<file path="src/rtl/ps2_pkg.sv">
// Shared definitions for the PS/2 keyboard receiver: deframer FSM states,
// scancode prefix bytes, queue entry width and the frame parity helper.
package ps2_pkg;

  typedef enum logic [1:0] {
    ST_IDLE   = 2'd0,
    ST_DATA   = 2'd1,
    ST_PARITY = 2'd2,
    ST_STOP   = 2'd3
  } ps2_state_e;

  localparam logic [7:0] PS2_PREFIX_EXT = 8'hE0;
  localparam logic [7:0] PS2_PREFIX_REL = 8'hF0;
  localparam int         PS2_ENTRY_W    = 10;

  // PS/2 frames use odd parity: data byte plus parity bit hold an odd number of ones.
  function automatic logic odd_parity_ok(input logic [7:0] data_byte, input logic parity_bit);
    return ^{data_byte, parity_bit};
  endfunction

endpackage

</file>
<file path="src/rtl/ps2_rx_fifo.sv">
// Small synchronous FIFO holding decoded key entries. A push into a full
// queue is still accepted when a pop happens in the same cycle. The head
// entry is read straight out of the storage registers.
module ps2_rx_fifo #(
  parameter int DEPTH = 4,
  parameter int WIDTH = 10
) (
  input  logic             clk,
  input  logic             rst,
  input  logic             push,
  input  logic [WIDTH-1:0] push_data,
  input  logic             pop,
  output logic             full,
  output logic             empty,
  output logic [WIDTH-1:0] head
);

  localparam int AW = $clog2(DEPTH);
  localparam int CW = AW + 1;

  logic [WIDTH-1:0] mem_r [DEPTH];
  logic [AW-1:0]    wr_ptr_r;
  logic [AW-1:0]    rd_ptr_r;
  logic [CW-1:0]    count_r;
  logic             pop_ok_s;
  logic             push_ok_s;

  assign empty = (count_r == {CW{1'b0}});
  assign full  = (count_r == CW'(DEPTH));
  assign head  = mem_r[rd_ptr_r];

  // Pops only act on a non-empty queue; pushes need room or a concurrent pop.
  always_comb begin
    pop_ok_s  = pop & ~empty;
    push_ok_s = push & (~full | pop_ok_s);
  end

  // Storage, pointers and occupancy count.
  always_ff @(posedge clk) begin
    if (rst) begin
      for (int i = 0; i < DEPTH; i++) begin
        mem_r[i] <= {WIDTH{1'b0}};
      end
      wr_ptr_r <= {AW{1'b0}};
      rd_ptr_r <= {AW{1'b0}};
      count_r  <= {CW{1'b0}};
    end else begin
      if (push_ok_s) begin
        mem_r[wr_ptr_r] <= push_data;
        wr_ptr_r        <= wr_ptr_r + AW'(1);
      end
      if (pop_ok_s) begin
        rd_ptr_r <= rd_ptr_r + AW'(1);
      end
      case ({push_ok_s, pop_ok_s})
        2'b10:   count_r <= count_r + CW'(1);
        2'b01:   count_r <= count_r - CW'(1);
        default: count_r <= count_r;
      endcase
    end
  end

endmodule

</file>
<file path="src/rtl/ps2_keyboard_rx.sv">
// PS/2 keyboard receiver: synchronises and glitch-filters the PS/2 pins,
// deframes 11-bit device-to-host frames, optionally folds E0/F0 prefixes
// into flags, and queues entries behind a valid/ack handshake.
// Optional feature macro: PS2_PREFIX_DECODE_EN (prefix folding into flags).
module ps2_keyboard_rx
  import ps2_pkg::*;
#(
  parameter int FILTER_LEN     = 8,
  parameter int TIMEOUT_CYCLES = 2400,
  parameter int FIFO_DEPTH     = 4
) (
  input  logic       clk24,
  input  logic       rst,
  input  logic       clkps2,
  input  logic       dataps2,
  output logic [7:0] code,
  output logic       extended,
  output logic       released,
  output logic       valid,
  input  logic       ack,
  output logic       frame_err,
  output logic       overflow
);

  localparam int FILT_W = $clog2(FILTER_LEN + 1);
  localparam int TO_W   = $clog2(TIMEOUT_CYCLES + 1);
  localparam logic [FILT_W-1:0] FILT_LAST = FILT_W'(FILTER_LEN - 1);
  localparam logic [TO_W-1:0]   TO_LAST   = TO_W'(TIMEOUT_CYCLES - 1);

  logic              clk_meta_r, clk_sync_r, data_meta_r, data_sync_r;
  logic              fclk_r, fclk_prev_r;
  logic [FILT_W-1:0] filt_cnt_r;
  logic              fall_s;
  logic [TO_W-1:0]   to_cnt_r;
  logic              timeout_hit_s;

  ps2_state_e        state_r, state_nx_s;
  logic [7:0]        shift_r, shift_nx_s;
  logic [2:0]        bit_cnt_r, bit_cnt_nx_s;
  logic              par_ok_r, par_ok_nx_s;
  logic [7:0]        byte_r, byte_nx_s;
  logic              byte_done_r, byte_done_nx_s;
  logic              frame_err_r, frame_err_nx_s;

  logic                   push_s;
  logic [PS2_ENTRY_W-1:0] entry_s;
  logic                   pop_s;
  logic                   drop_s;
  logic                   overflow_r;
  logic                   fifo_full_s, fifo_empty_s;
  logic [PS2_ENTRY_W-1:0] fifo_head_s;

  // Two-flop synchronisers for both asynchronous PS/2 pins (idle level is high).
  always_ff @(posedge clk24) begin
    if (rst) begin
      clk_meta_r  <= 1'b1;
      clk_sync_r  <= 1'b1;
      data_meta_r <= 1'b1;
      data_sync_r <= 1'b1;
    end else begin
      clk_meta_r  <= clkps2;
      clk_sync_r  <= clk_meta_r;
      data_meta_r <= dataps2;
      data_sync_r <= data_meta_r;
    end
  end

  // Glitch filter: fclk follows the synced clock only after FILTER_LEN equal opposite samples.
  always_ff @(posedge clk24) begin
    if (rst) begin
      fclk_r      <= 1'b1;
      fclk_prev_r <= 1'b1;
      filt_cnt_r  <= {FILT_W{1'b0}};
    end else begin
      fclk_prev_r <= fclk_r;
      if (clk_sync_r == fclk_r) begin
        filt_cnt_r <= {FILT_W{1'b0}};
      end else if (filt_cnt_r == FILT_LAST) begin
        fclk_r     <= clk_sync_r;
        filt_cnt_r <= {FILT_W{1'b0}};
      end else begin
        filt_cnt_r <= filt_cnt_r + FILT_W'(1);
      end
    end
  end

  assign fall_s        = fclk_prev_r & ~fclk_r;
  assign timeout_hit_s = (state_r != ST_IDLE) && (to_cnt_r == TO_LAST);

  // Inter-edge timeout counter; runs only while a frame is in progress.
  always_ff @(posedge clk24) begin
    if (rst) begin
      to_cnt_r <= {TO_W{1'b0}};
    end else if (fall_s || (state_r == ST_IDLE) || timeout_hit_s) begin
      to_cnt_r <= {TO_W{1'b0}};
    end else begin
      to_cnt_r <= to_cnt_r + TO_W'(1);
    end
  end

  // Deframer state and datapath registers.
  always_ff @(posedge clk24) begin
    if (rst) begin
      state_r     <= ST_IDLE;
      shift_r     <= 8'h00;
      bit_cnt_r   <= 3'd0;
      par_ok_r    <= 1'b0;
      byte_r      <= 8'h00;
      byte_done_r <= 1'b0;
      frame_err_r <= 1'b0;
    end else begin
      state_r     <= state_nx_s;
      shift_r     <= shift_nx_s;
      bit_cnt_r   <= bit_cnt_nx_s;
      par_ok_r    <= par_ok_nx_s;
      byte_r      <= byte_nx_s;
      byte_done_r <= byte_done_nx_s;
      frame_err_r <= frame_err_nx_s;
    end
  end

  // Deframer next state: start bit, 8 data bits LSB first, odd parity, stop bit.
  always_comb begin
    state_nx_s     = state_r;
    shift_nx_s     = shift_r;
    bit_cnt_nx_s   = bit_cnt_r;
    par_ok_nx_s    = par_ok_r;
    byte_nx_s      = byte_r;
    byte_done_nx_s = 1'b0;
    frame_err_nx_s = 1'b0;
    if (fall_s) begin
      case (state_r)
        ST_IDLE: begin
          if (!data_sync_r) begin
            bit_cnt_nx_s = 3'd0;
            state_nx_s   = ST_DATA;
          end else begin
            state_nx_s = ST_IDLE;
          end
        end
        ST_DATA: begin
          shift_nx_s = {data_sync_r, shift_r[7:1]};
          if (bit_cnt_r == 3'd7) begin
            state_nx_s = ST_PARITY;
          end else begin
            bit_cnt_nx_s = bit_cnt_r + 3'd1;
          end
        end
        ST_PARITY: begin
          par_ok_nx_s = odd_parity_ok(shift_r, data_sync_r);
          state_nx_s  = ST_STOP;
        end
        ST_STOP: begin
          if (data_sync_r && par_ok_r) begin
            byte_done_nx_s = 1'b1;
            byte_nx_s      = shift_r;
          end else begin
            frame_err_nx_s = 1'b1;
          end
          state_nx_s = ST_IDLE;
        end
        default: begin
          state_nx_s = ST_IDLE;
        end
      endcase
    end else if (timeout_hit_s) begin
      state_nx_s     = ST_IDLE;
      frame_err_nx_s = 1'b1;
    end else begin
      state_nx_s = state_r;
    end
  end

`ifdef PS2_PREFIX_DECODE_EN
  logic ext_pend_r, rel_pend_r;
  logic is_prefix_s;

  // Prefix bytes are absorbed into flags; everything else is queued with them.
  always_comb begin
    is_prefix_s = (byte_r == PS2_PREFIX_EXT) || (byte_r == PS2_PREFIX_REL);
    push_s      = byte_done_r & ~is_prefix_s;
    entry_s     = {ext_pend_r, rel_pend_r, byte_r};
  end

  // Pending prefix flags: set by E0/F0, consumed by the next key, dropped on frame errors.
  always_ff @(posedge clk24) begin
    if (rst || frame_err_r) begin
      ext_pend_r <= 1'b0;
      rel_pend_r <= 1'b0;
    end else if (byte_done_r) begin
      if (byte_r == PS2_PREFIX_EXT) begin
        ext_pend_r <= 1'b1;
      end else if (byte_r == PS2_PREFIX_REL) begin
        rel_pend_r <= 1'b1;
      end else begin
        ext_pend_r <= 1'b0;
        rel_pend_r <= 1'b0;
      end
    end else begin
      ext_pend_r <= ext_pend_r;
      rel_pend_r <= rel_pend_r;
    end
  end
`else
  // Raw mode: every good byte is queued with both flags clear.
  always_comb begin
    push_s  = byte_done_r;
    entry_s = {2'b00, byte_r};
  end
`endif

  assign pop_s  = ack & ~fifo_empty_s;
  assign drop_s = push_s & fifo_full_s & ~pop_s;

  ps2_rx_fifo #(
    .DEPTH (FIFO_DEPTH),
    .WIDTH (PS2_ENTRY_W)
  ) u_fifo (
    .clk       (clk24),
    .rst       (rst),
    .push      (push_s),
    .push_data (entry_s),
    .pop       (pop_s),
    .full      (fifo_full_s),
    .empty     (fifo_empty_s),
    .head      (fifo_head_s)
  );

  // One-cycle overflow pulse for an entry dropped at a full queue.
  always_ff @(posedge clk24) begin
    if (rst) begin
      overflow_r <= 1'b0;
    end else begin
      overflow_r <= drop_s;
    end
  end

  assign code      = fifo_head_s[7:0];
  assign released  = fifo_head_s[8];
  assign extended  = fifo_head_s[9];
  assign valid     = ~fifo_empty_s;
  assign frame_err = frame_err_r;
  assign overflow  = overflow_r;

endmodule

</file>
<file path="config.mk">
export PLATFORM = sky130hd
export DESIGN_NAME = ps2_keyboard_rx
export DESIGN_NICKNAME = d
export VERILOG_FILES = /design/src/rtl/ps2_pkg.sv /design/src/rtl/ps2_rx_fifo.sv /design/src/rtl/ps2_keyboard_rx.sv
export SDC_FILE = /design/constraint.sdc
export NUM_CORES = 1
export LEC_CHECK = 0
export ABC_AREA = 1
export CAP_MARGIN = 25
export CORE_MARGIN = 8
export CORE_UTILIZATION = 32
export DETAILED_ROUTE_END_ITERATION = 7
export GPL_TIMING_DRIVEN = 0
export SLEW_MARGIN = 20
export SYNTH_ARGS = -nofsm -noshare
export SYNTH_HDL_FRONTEND = slang
export SYNTH_SLANG_ARGS = --single-unit
</file>
<file path="constraint.sdc">
create_clock -name clk24 -period 3 [get_ports clk24]
set_input_delay 0.3 -clock clk24 [delete_from_list [all_inputs] [get_ports clk24]]
set_output_delay 0.3 -clock clk24 [all_outputs]
set_load 0.01 [all_outputs]
</file>
==> summary.txt <==
run metrics: outcome=finished clean, reg2reg path depth=10, Clk Latency, worst-skew pair=0.34 ns, slowest cell delay on critical path=0.56 ns, Final Max Slew Viols=0, worst path bufs/invs=3, antenna violations before repair=0, count leader, synth=nor2_1, P&R area growth vs syn=16.3%, fin crit period=2.41 ns, hold bufs inserted after CTS=0, Post-synth regs=88, registers=88, distinct lib cells=34, fin area=4370 sq um, Pre-antenna DRT Iters=4, Post-synth seq share=0.554, critical path peak fanout=10, CP Capture Point=code[6], critical path data arrival time=2.11 ns, largest net degree at the start of global routing=16, Fin Setup TNS=0 ns, vias per cell=4.55, top post-synthesis cells by count=75 x nor2_1, 56 x dfxtp_1, 51 x nand2_1, Vias=2737, Clock power frac=0.438, vias in the first global route=2767, Log Warnings=29, R2R setup slack=0.98 ns, CP Data Required Time=2.70 ns, clock buffers=9, Final GP Congestion=0.753, CP max-delay cell=clkdlybuf4s50_1, layer with the highest usage=met2, yosys xor share=0.0117, Well Taps=143, RSZ-0062 raised after global routing=false, Comb area share=0.327, Basic Gates by Area=0.193, Leading cell kind=sequential cells, clock-cell share of area=0.0625, clk root buf=clkbuf_16, Flop area=2080 sq um, Worst R2R Start=u_fifo.count_r[1]$_SDFFE_PP0P_, synthesized area per cell=8.80 sq um, max reg flops=32, worst hold path class=reg2reg, Mapped Cells=427, number of post-CTS setup repair buffers=0, combinational share of power=0.024, Buffers, non-clock=26, hold path cells=1, CTS tree=built, Routed met3 length=277 um, gr usage total=0.0945, Power Internal=1.84 mW, total CTS buffers=9, CP Capture Type=output port, min-delay src=clk_meta_r$_SDFF_PP1_, leak pwr=1.55 nW, Largest type area fraction=0.298, Worst Setup Start Kind=register, combinational cell power=0.0555 mW, clock sinks=88, I/O Buffers=15, ys async rst share=0, main flop type=dfxtp_1, met2 wire len=3330 um, yosys stat cell total=427, Biggest consumer=sequential cells, Congestion Overflow GR=0, Yosys Warn Count=0, Yosys top cell by area=dfxtp_1, met2 usage=0.162, clock slew at reported path FFs=0.06 ns, post-detail-place hpwl=5220 um, final tally of hold violations=0, Rel. slew slack=0.431, period utilization=0.804, critical path class=reg2out
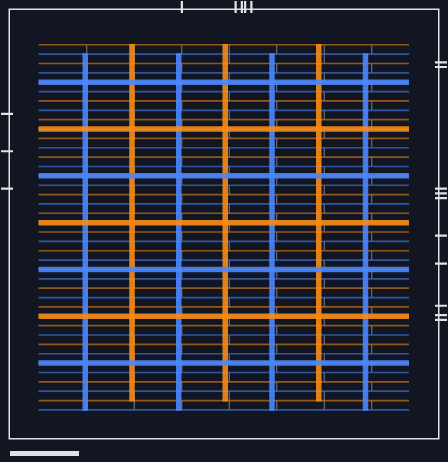
floorplan.png
Scale bar: 20 um. Pins as bars on the die edge. Tap cells in gray.
Blue is VSS. Orange is VDD.
18 signal pins sit on the boundary. The core has 39 rows. 7 straps on met5. 40 met1 rails follow the rows. 7 straps on met4.
Max VDD drop: 0.355 mV
Die Wd: 124 um

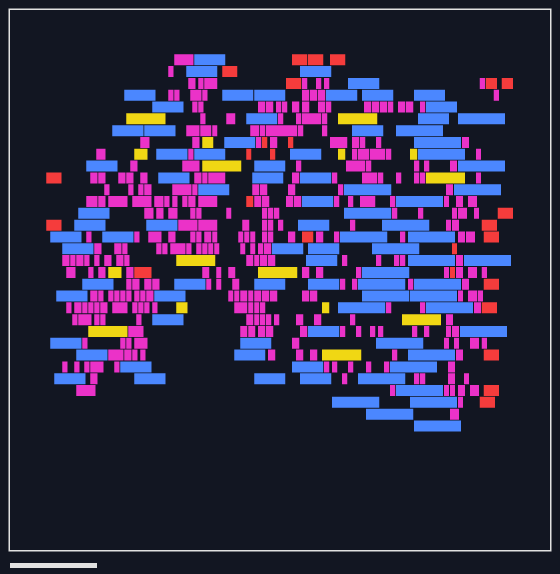
class_map.png
Scale bar: 20 um.
Blue is sequential cells, cells 88. Red is remaining buffers and delay cells, cells 26. Magenta is remaining logic cells, cells 329. Yellow is clock drivers and dummy loads, cells 16.

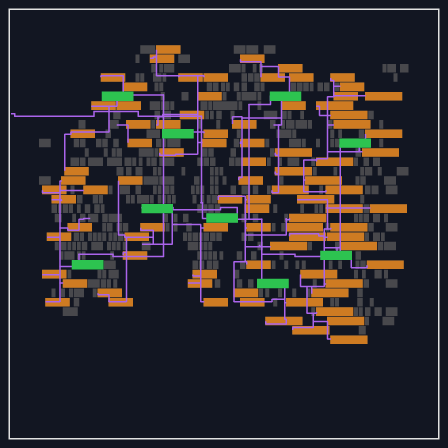
clock_wires.png
Purple is clock wires, length 1120 um. Green is clock-net drivers, count 9. Orange is flip-flops, count 88.
There are 10 routed clock nets.
clock skew: 0.00743 ns
Clk. pwr: 1.03 mW

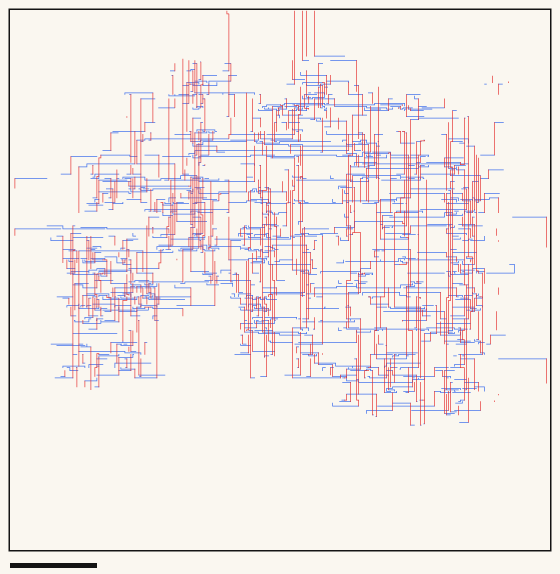
layers.png
Scale bar: 20 um. Only two layers are drawn.
Blue is M1, wire length 3180 um. Red is M2, wire length 3330 um.
Post-Route WL: 6950 um
DR WL/cell: 11.5 um

No activity file was given, so power comes from the tool's default toggle rates.
